**Signal wires by layer**

Two of the layers only.
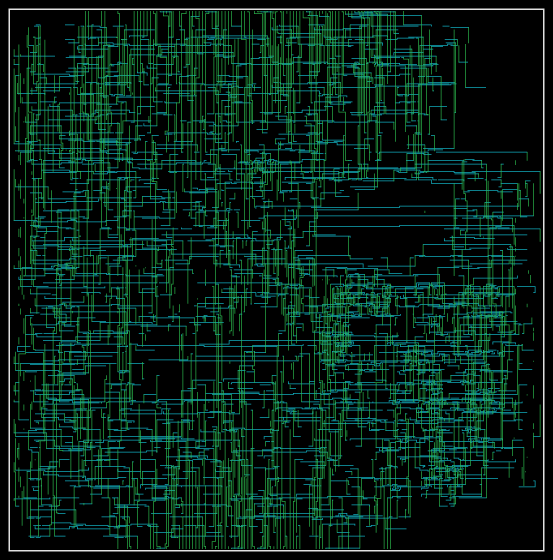
**Pin map**

Pins as bars across the die edge, other pins in gray.
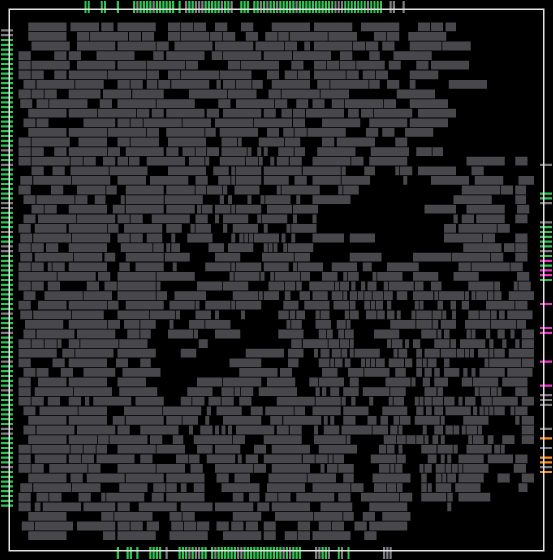
**Register map, names as in the netlist**

Bar = 50 um.
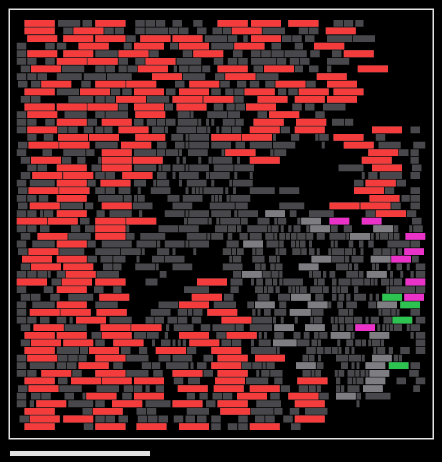
--- config.mk ---
export PLATFORM = sky130hd
export DESIGN_NAME = final_layer_serial
export DESIGN_NICKNAME = d
export VERILOG_FILES = /design/src/rtl/final_layer_pkg.sv /design/src/rtl/xnor_popcount.sv /design/src/rtl/final_layer_serial.sv
export SDC_FILE = /design/constraint.sdc
export NUM_CORES = 1
export LEC_CHECK = 0
export CORE_AREA = 2 2 149 151
export CTS_CLUSTER_SIZE = 16
export DETAILED_ROUTE_END_ITERATION = 10
export DIE_AREA = 0 0 151 153
export PLACE_DENSITY = 0.84
export REMOVE_ABC_BUFFERS = 1
export SYNTH_ARGS = -nofsm -noshare
export SYNTH_HDL_FRONTEND = slang
export SYNTH_SLANG_ARGS = --single-unit
--- constraint.sdc ---
create_clock -name clock -period 25.3 [get_ports clock]
set_input_delay 5.06 -clock clock [delete_from_list [all_inputs] [get_ports clock]]
set_output_delay 5.06 -clock clock [all_outputs]
set_load 0.005 [all_outputs]
--- src/rtl/final_layer_pkg.sv ---
// Shared types and width helper for the serial BNN output layer.
// Latency: none (declarations only).
// Backpressure: not applicable.
package final_layer_pkg;

    // Controller states of the serial output layer
    typedef enum logic [1:0] {
        IDLE  = 2'd0,
        ACCUM = 2'd1,
        DONE  = 2'd2
    } state_t;

    // Bits needed to encode n distinct values, never less than one
    function automatic int fl_width(input int n);
        return (n > 1) ? $clog2(n) : 1;
    endfunction

endpackage

--- src/rtl/xnor_popcount.sv ---
// Combinational XNOR-popcount of one weight chunk against one activation chunk.
// Latency: 0 cycles (pure combinational).
// Backpressure: none; result follows inputs every cycle.
module xnor_popcount #(
    parameter  int WIDTH = 49,
    localparam int OUT_W = $clog2(WIDTH + 1)
) (
    input  logic [WIDTH-1:0] a,
    input  logic [WIDTH-1:0] b,
    output logic [OUT_W-1:0] out
);

    // Matching bits count as +1 contributions to the neuron pre-activation
    always_comb begin
        out = OUT_W'($countones(a ~^ b));
    end

endmodule

--- src/rtl/final_layer_serial.sv ---
// Serial BNN output layer: streams each class's weight row chunk by chunk, keeps running argmax.
// Latency: NUM_CLASSES*NUM_CHUNKS cycles from input acceptance to out_valid.
// Backpressure: in_ready low while busy; result held stable until out_ready. FINAL_LAYER_MARGIN_EN adds the margin output.
module final_layer_serial
    import final_layer_pkg::*;
#(
    parameter  int NUM_INPUTS  = 196,
    parameter  int NUM_CLASSES = 10,
    parameter  int CHUNK_WIDTH = 49,
    localparam int NUM_CHUNKS  = NUM_INPUTS / CHUNK_WIDTH,
    localparam int IDX_W       = fl_width(NUM_CLASSES),
    localparam int CHK_W       = fl_width(NUM_CHUNKS),
    localparam int CNT_W       = fl_width(NUM_INPUTS + 1)
) (
    input  logic                   clock,
    input  logic                   reset,
    input  logic                   in_valid,
    output logic                   in_ready,
    input  logic [NUM_INPUTS-1:0]  data_in,
    output logic [IDX_W-1:0]       w_class,
    output logic [CHK_W-1:0]       w_chunk,
    input  logic [CHUNK_WIDTH-1:0] w_data,
    output logic                   out_valid,
    input  logic                   out_ready,
    output logic [IDX_W-1:0]       answer,
    output logic [CNT_W-1:0]       score
`ifdef FINAL_LAYER_MARGIN_EN
    ,
    output logic [CNT_W-1:0]       margin
`else
    // margin port is not built in this configuration
`endif
);

    localparam int PC_W = $clog2(CHUNK_WIDTH + 1);

    // The feature vector must split into whole chunks
    if (NUM_INPUTS % CHUNK_WIDTH != 0) begin : g_bad_chunking
        $error("final_layer_serial: NUM_INPUTS must be a multiple of CHUNK_WIDTH");
    end

    state_t                               r_state;
    state_t                               w_next_state;
    logic [NUM_CHUNKS-1:0][CHUNK_WIDTH-1:0] r_data;
    logic [IDX_W-1:0]                     r_cls;
    logic [CHK_W-1:0]                     r_chunk;
    logic [CNT_W-1:0]                     r_acc;
    logic [CNT_W-1:0]                     r_best_score;
    logic [IDX_W-1:0]                     r_best_idx;
    logic [IDX_W-1:0]                     r_answer;
    logic [CNT_W-1:0]                     r_score;
    logic [PC_W-1:0]                      w_pc;
    logic [CNT_W-1:0]                     w_total;
    logic                                 w_last_chunk;
    logic                                 w_last_class;
    logic                                 w_take;
    logic [CNT_W-1:0]                     w_new_best_score;
    logic [IDX_W-1:0]                     w_new_best_idx;
`ifdef FINAL_LAYER_MARGIN_EN
    logic [CNT_W-1:0]                     r_second;
    logic [CNT_W-1:0]                     r_margin;
    logic [CNT_W-1:0]                     w_new_second;
`endif

    xnor_popcount #(
        .WIDTH (CHUNK_WIDTH)
    ) u_popcount (
        .a   (w_data),
        .b   (r_data[r_chunk]),
        .out (w_pc)
    );

    // State register; reset always returns to IDLE and drops any result
    always_ff @(posedge clock) begin
        if (reset) begin
            r_state <= IDLE;
        end else begin
            r_state <= w_next_state;
        end
    end

    // Next-state: accept in IDLE, walk all class/chunk pairs, hold result until taken
    always_comb begin
        w_next_state = r_state;
        case (r_state)
            IDLE:    if (in_valid) w_next_state = ACCUM;
            ACCUM:   if (w_last_chunk && w_last_class) w_next_state = DONE;
            DONE:    if (out_ready) w_next_state = IDLE;
            default: w_next_state = IDLE;
        endcase
    end

    // Handshake outputs; both forced low while reset is asserted
    always_comb begin
        in_ready  = !reset && (r_state == IDLE);
        out_valid = !reset && (r_state == DONE);
    end

    // Chunk accumulation and argmax candidate for the class being finished
    always_comb begin
        w_last_chunk     = (r_chunk == CHK_W'(NUM_CHUNKS - 1));
        w_last_class     = (r_cls == IDX_W'(NUM_CLASSES - 1));
        w_total          = r_acc + CNT_W'(w_pc);
        // Strict greater-than keeps the lowest index on ties
        w_take           = (r_cls == '0) || (w_total > r_best_score);
        w_new_best_score = w_take ? w_total : r_best_score;
        w_new_best_idx   = w_take ? r_cls : r_best_idx;
`ifdef FINAL_LAYER_MARGIN_EN
        // A new leader demotes the old one; otherwise a strong loser can raise the runner-up
        w_new_second = r_second;
        if (w_take) begin
            w_new_second = r_best_score;
        end else if (w_total > r_second) begin
            w_new_second = w_total;
        end
`endif
    end

    // Feature vector capture; only loaded on acceptance so it is untouched while busy
    always_ff @(posedge clock) begin
        if (!reset && r_state == IDLE && in_valid) begin
            r_data <= data_in;
        end
    end

    // Counters, accumulator, argmax and result registers
    always_ff @(posedge clock) begin
        if (reset) begin
            r_cls        <= '0;
            r_chunk      <= '0;
            r_acc        <= '0;
            r_best_score <= '0;
            r_best_idx   <= '0;
            r_answer     <= '0;
            r_score      <= '0;
`ifdef FINAL_LAYER_MARGIN_EN
            r_second     <= '0;
            r_margin     <= '0;
`endif
        end else begin
            case (r_state)
                IDLE: begin
                    if (in_valid) begin
                        r_cls        <= '0;
                        r_chunk      <= '0;
                        r_acc        <= '0;
                        r_best_score <= '0;
                        r_best_idx   <= '0;
`ifdef FINAL_LAYER_MARGIN_EN
                        r_second     <= '0;
`endif
                    end
                end
                ACCUM: begin
                    if (!w_last_chunk) begin
                        r_acc   <= w_total;
                        r_chunk <= r_chunk + 1'b1;
                    end else begin
                        r_best_score <= w_new_best_score;
                        r_best_idx   <= w_new_best_idx;
`ifdef FINAL_LAYER_MARGIN_EN
                        r_second     <= w_new_second;
`endif
                        r_acc        <= '0;
                        r_chunk      <= '0;
                        // Counters park at zero after the final class so ROM address reads 0
                        r_cls        <= w_last_class ? '0 : r_cls + 1'b1;
                        if (w_last_class) begin
                            r_answer <= w_new_best_idx;
                            r_score  <= w_new_best_score;
`ifdef FINAL_LAYER_MARGIN_EN
                            r_margin <= w_new_best_score - w_new_second;
`endif
                        end
                    end
                end
                default: begin
                end
            endcase
        end
    end

    assign w_class = r_cls;
    assign w_chunk = r_chunk;
    assign answer  = r_answer;
    assign score   = r_score;
`ifdef FINAL_LAYER_MARGIN_EN
    assign margin  = r_margin;
`endif

endmodule

==> ds_physical_params.txt <==
Summary of implementation characteristics

Parameter                              Value

Outcome
  Run status .................. complete, no violations

Flow run
  Maximum capacitance violations .................. 0
  Tool warnings .................. 28

Worst setup path
  End of the worst register-to-register path .................. score[1]
  Critical path arrival .................. 13420 ps
  Launch instance of the worst register-to-register path .................. w_chunk[0]
  Crit start category .................. input pin
  Worst-case register-to-register setup slack .................. 15350 ps
  Critical-path top delay cell .................. nor3_2
  Critical Path Fanout Max .................. 11
  Critical path class .................. in2reg
  Cell repeated most along the worst path .................. fa_1
  Crit path capture type .................. register
  Register-to-Register Path Depth .................. 30
  CP required .................. 25710 ps
  Longest individual stage delay on the worst path .................. 610 ps

Timing
  Number of hold violations in the final report .................. 0
  Final worst path period need .................. 13010 ps
  Worst Max-Slew Pin Slew .................. 1020 ps
  Unrepaired setup endpoints after global routing .................. no
  Maximum achievable frequency .................. 0.0769 GHz
  Tcrit/Tclk final .................. 0.514
  Total Negative Setup Slacks .................. 0 ps
  Headroom to the max-slew limit .................. 0.317
  Final Setup Violations .................. 0
  Clock Skew .................. 10.9 ps
  Final tally of max-slew violations .................. 0

Synth
  Gate count after technology mapping .................. 738
  Top cell area share .................. 0.518
  Proportion of register bits with asynchronous set or reset after synthesis .................. 0
  Fraction of the yosys area taken by sequential cells .................. 0.588
  Number of enable-type register cells in the synthesized netlist .................. 196
  Biggest area consumer among synthesized cells .................. edfxtp_1
  Mapped cell area .................. 11400 sq um
  Yosys stat cell total .................. 738
  Distinct lib cells used .................. 51
  Largest cells by area after synthesis .................. edfxtp_1 52%, mux4_2 9.7%, fa_1 7.9%, dfxtp_1 7.0%, ha_1 5.6%
  Avg Cell Area, Syn .................. 15.4 sq um
  Number of flip-flops and latches in the synthesized netlist .................. 236
  Area figure in the yosys stat output .................. 11400 sq um
  Primary FF master, synth .................. edfxtp_1
  Syn. warnings .................. 0

Placed design
  Final Wtd Congestion .................. 0.848
  Placed Instances .................. 1265
  Detailed placement HPWL .................. 18.8 mm

Global route
  Maximum number of pins on one net before global-route repair .................. 79
  Overflow after GRT .................. 0
  Vias in the first global route .................. 7506
  Number of antenna violations at the first check in global routing .................. 0
  Wire length of the first global-routing pass .................. 39.5 mm

Cells and area
  Commonest cells after routing, fill and taps aside .................. 268 x clkdlybuf4s50_1, 196 x edfxtp_1, 85 x inv_1
  Fraction of layout instances using a drive strength above 1 .................. 0.100
  Synth-to-Final Area Change .................. 32.6%
  Number of diodes .................. 0
  Final Instance Count excl. Fillers .................. 1309
  Number of nets in the finished design .................. 1357
  Most common cell after layout, fill and taps aside .................. clkdlybuf4s50_1

Floorplan
  Total number of placement rows .................. 54
  Die area .................. 23100 sq um
  Total core area .................. 21500 sq um
  Number of ports placed on the die boundary .................. 269
  Initial Util .................. 0.529

Clocking
  Post-CTS Setup Bufs .................. 0
  CTS-repair resized insts .................. 0
  CTS tree .................. yes
  Inserted Clock Buffers .................. 25
  Worst-skew pair later-pin latency .................. 530 ps
  Register clock-pin slew on the reported worst setup and hold paths .................. 60 ps
  Clk buf depth .................. 3
  Clock Sink Count .................. 236
  Number of buffers inserted by hold repair at cts .................. 0
  Clock H-tree levels .................. 1
  Cell at the root of the clock tree .................. clkbuf_16

Detailed routing
  DRT Pass-1 Iters .................. 4
  Number of DRC markers in iteration 0 .................. 307
  Residual antenna-violating net count after detailed routing .................. 0
  Vias/cell .................. 5.28
  DRC violations left .................. 0

Hold path
  Class of the worst hold path .................. reg2reg
  WHS Endpoint .................. answer[2]
  Worst hold path depth .................. 2
  Start point of the worst min-delay path .................. answer[2]
-- 'signal wires by layer' (at the start) --
- met1: cyan (wire length 9680 um)
- met2: green (wire length 13100 um)
GR Util All Layers: 0.224
routed vias: 6908
wire per inst: 19.2 um
WL final: 25.1 mm

-- 'pin map' (at the start) --
- `data_in`: green (pins 196; direction input; edge 84 left, 61 top, 41 bottom, 10 right)
- `score`: magenta (pins 8; direction output; edge right)
- `w_class`: orange (pins 4; direction output; edge right)
- all pins by edge: 100 left, 80 top, 57 bottom, 32 right
Die X-Extent: 151 um
Port Buf Inserts: 268

-- 'register map, names as in the netlist' (at the start) --
- `answer`: green (placed flops 4)
- `score`: magenta (placed flops 8; where right middle)
- `r_data`: red (placed flops 196; where widely spread)
register area: 6690 sq um

registers in the layout (all words and copies together) (netlist names):
| signal | count |
|---|---|
| score | 8 |
| r_state | 2 |
| r_best_score | 8 |
| r_best_idx | 4 |
| w_class | 4 |
| answer | 4 |
| r_acc | 8 |
| r_data | 196 |
| w_chunk | 2 |
cells by family after synthesis:
group | Yosys count | synth area share
AND-OR/OR-AND | 64 | 0.0412
buffers and inverters | 112 | 0.0393
multiplexers | 50 | 0.0980
AND/OR/NAND/NOR | 123 | 0.0540
flip-flops | 236 | 0.588
XOR/XNOR | 57 | 0.0439
adder cells (fa/ha/maj) | 96 | 0.135
cell type report:
cell class / count / area (sq um)
clock inverters: 12 / 95.1
multi-input cells: 390 / 4240
flip-flops and latches: 236 / 6690
fillers: 1453 / 6410
well taps: 280 / 350
inverters: 85 / 319
clock buffers: 32 / 652
repair buffers: 274 / 2730
worst max-delay path by stage:
stage / startpoint / slack (ps) / endpoint
floorplan: w_data[47] / 13040 / score[1]
global placement: w_data[40] / 12070 / score[1]
detailed placement: w_data[39] / 11810 / score[1]
CTS: w_data[39] / 12360 / score[1]
global route: w_data[39] / 11780 / score[6]
finish: w_data[39] / 12290 / score[1]
per-stage QoR:
step / hold WS [ps] / utilization / worst slack (ps) / area [sq um]
3_5_place_dp: 455 / 0.667 / 11810 / 14300
5_1_grt: 487 / 0.701 / 11780 / 15100
2_1_floorplan: 442 / - / 13040 / 11200
3_3_place_gp: 441 / 0.667 / 12070 / 14300
6_report: 459 / 0.701 / 12290 / 15100
4_1_cts: 462 / 0.701 / 12360 / 15100
worst max-delay path, delay by kind of cell:
kind                       cells  cell delay [ps]
xor gates and xnor gates       2              390
AOI/OAI and AO/OA              5             1340
buffers and inverters          5              640
adders and majority gates     11             4580
and+or+nand+nor                6             1390
routing by layer:
| metal | wire (um) | global-route usage |
|---|---|---|
| met3 | 1540 | 0.0484 |
| met2 | 13100 | 0.391 |
| met4 | 772 | 0.0699 |
| met5 | 0 | 0 |
| met1 | 9680 | 0.279 |
cell usage after synthesis, drive strengths merged (2+ instances only):
master	number
clkbuf	17
mux4	49
nand2	19
xor2	2
or2	3
nor3b	3
buf	10
fa	45
a31oi	2
nand3b	6
edfxtp	196
xnor2	55
nor3	14
nor4	5
ha	51
and2	2
nand3	5
nor2b	7
dfxtp	40
a311oi	5
nand2b	3
a32oi	11
o21ai	5
nor2	49
nand4	2
a21oi	15
o21a	2
a22oi	10
inv	85
o311ai	2
a21o	3
and3	2
o211ai	2
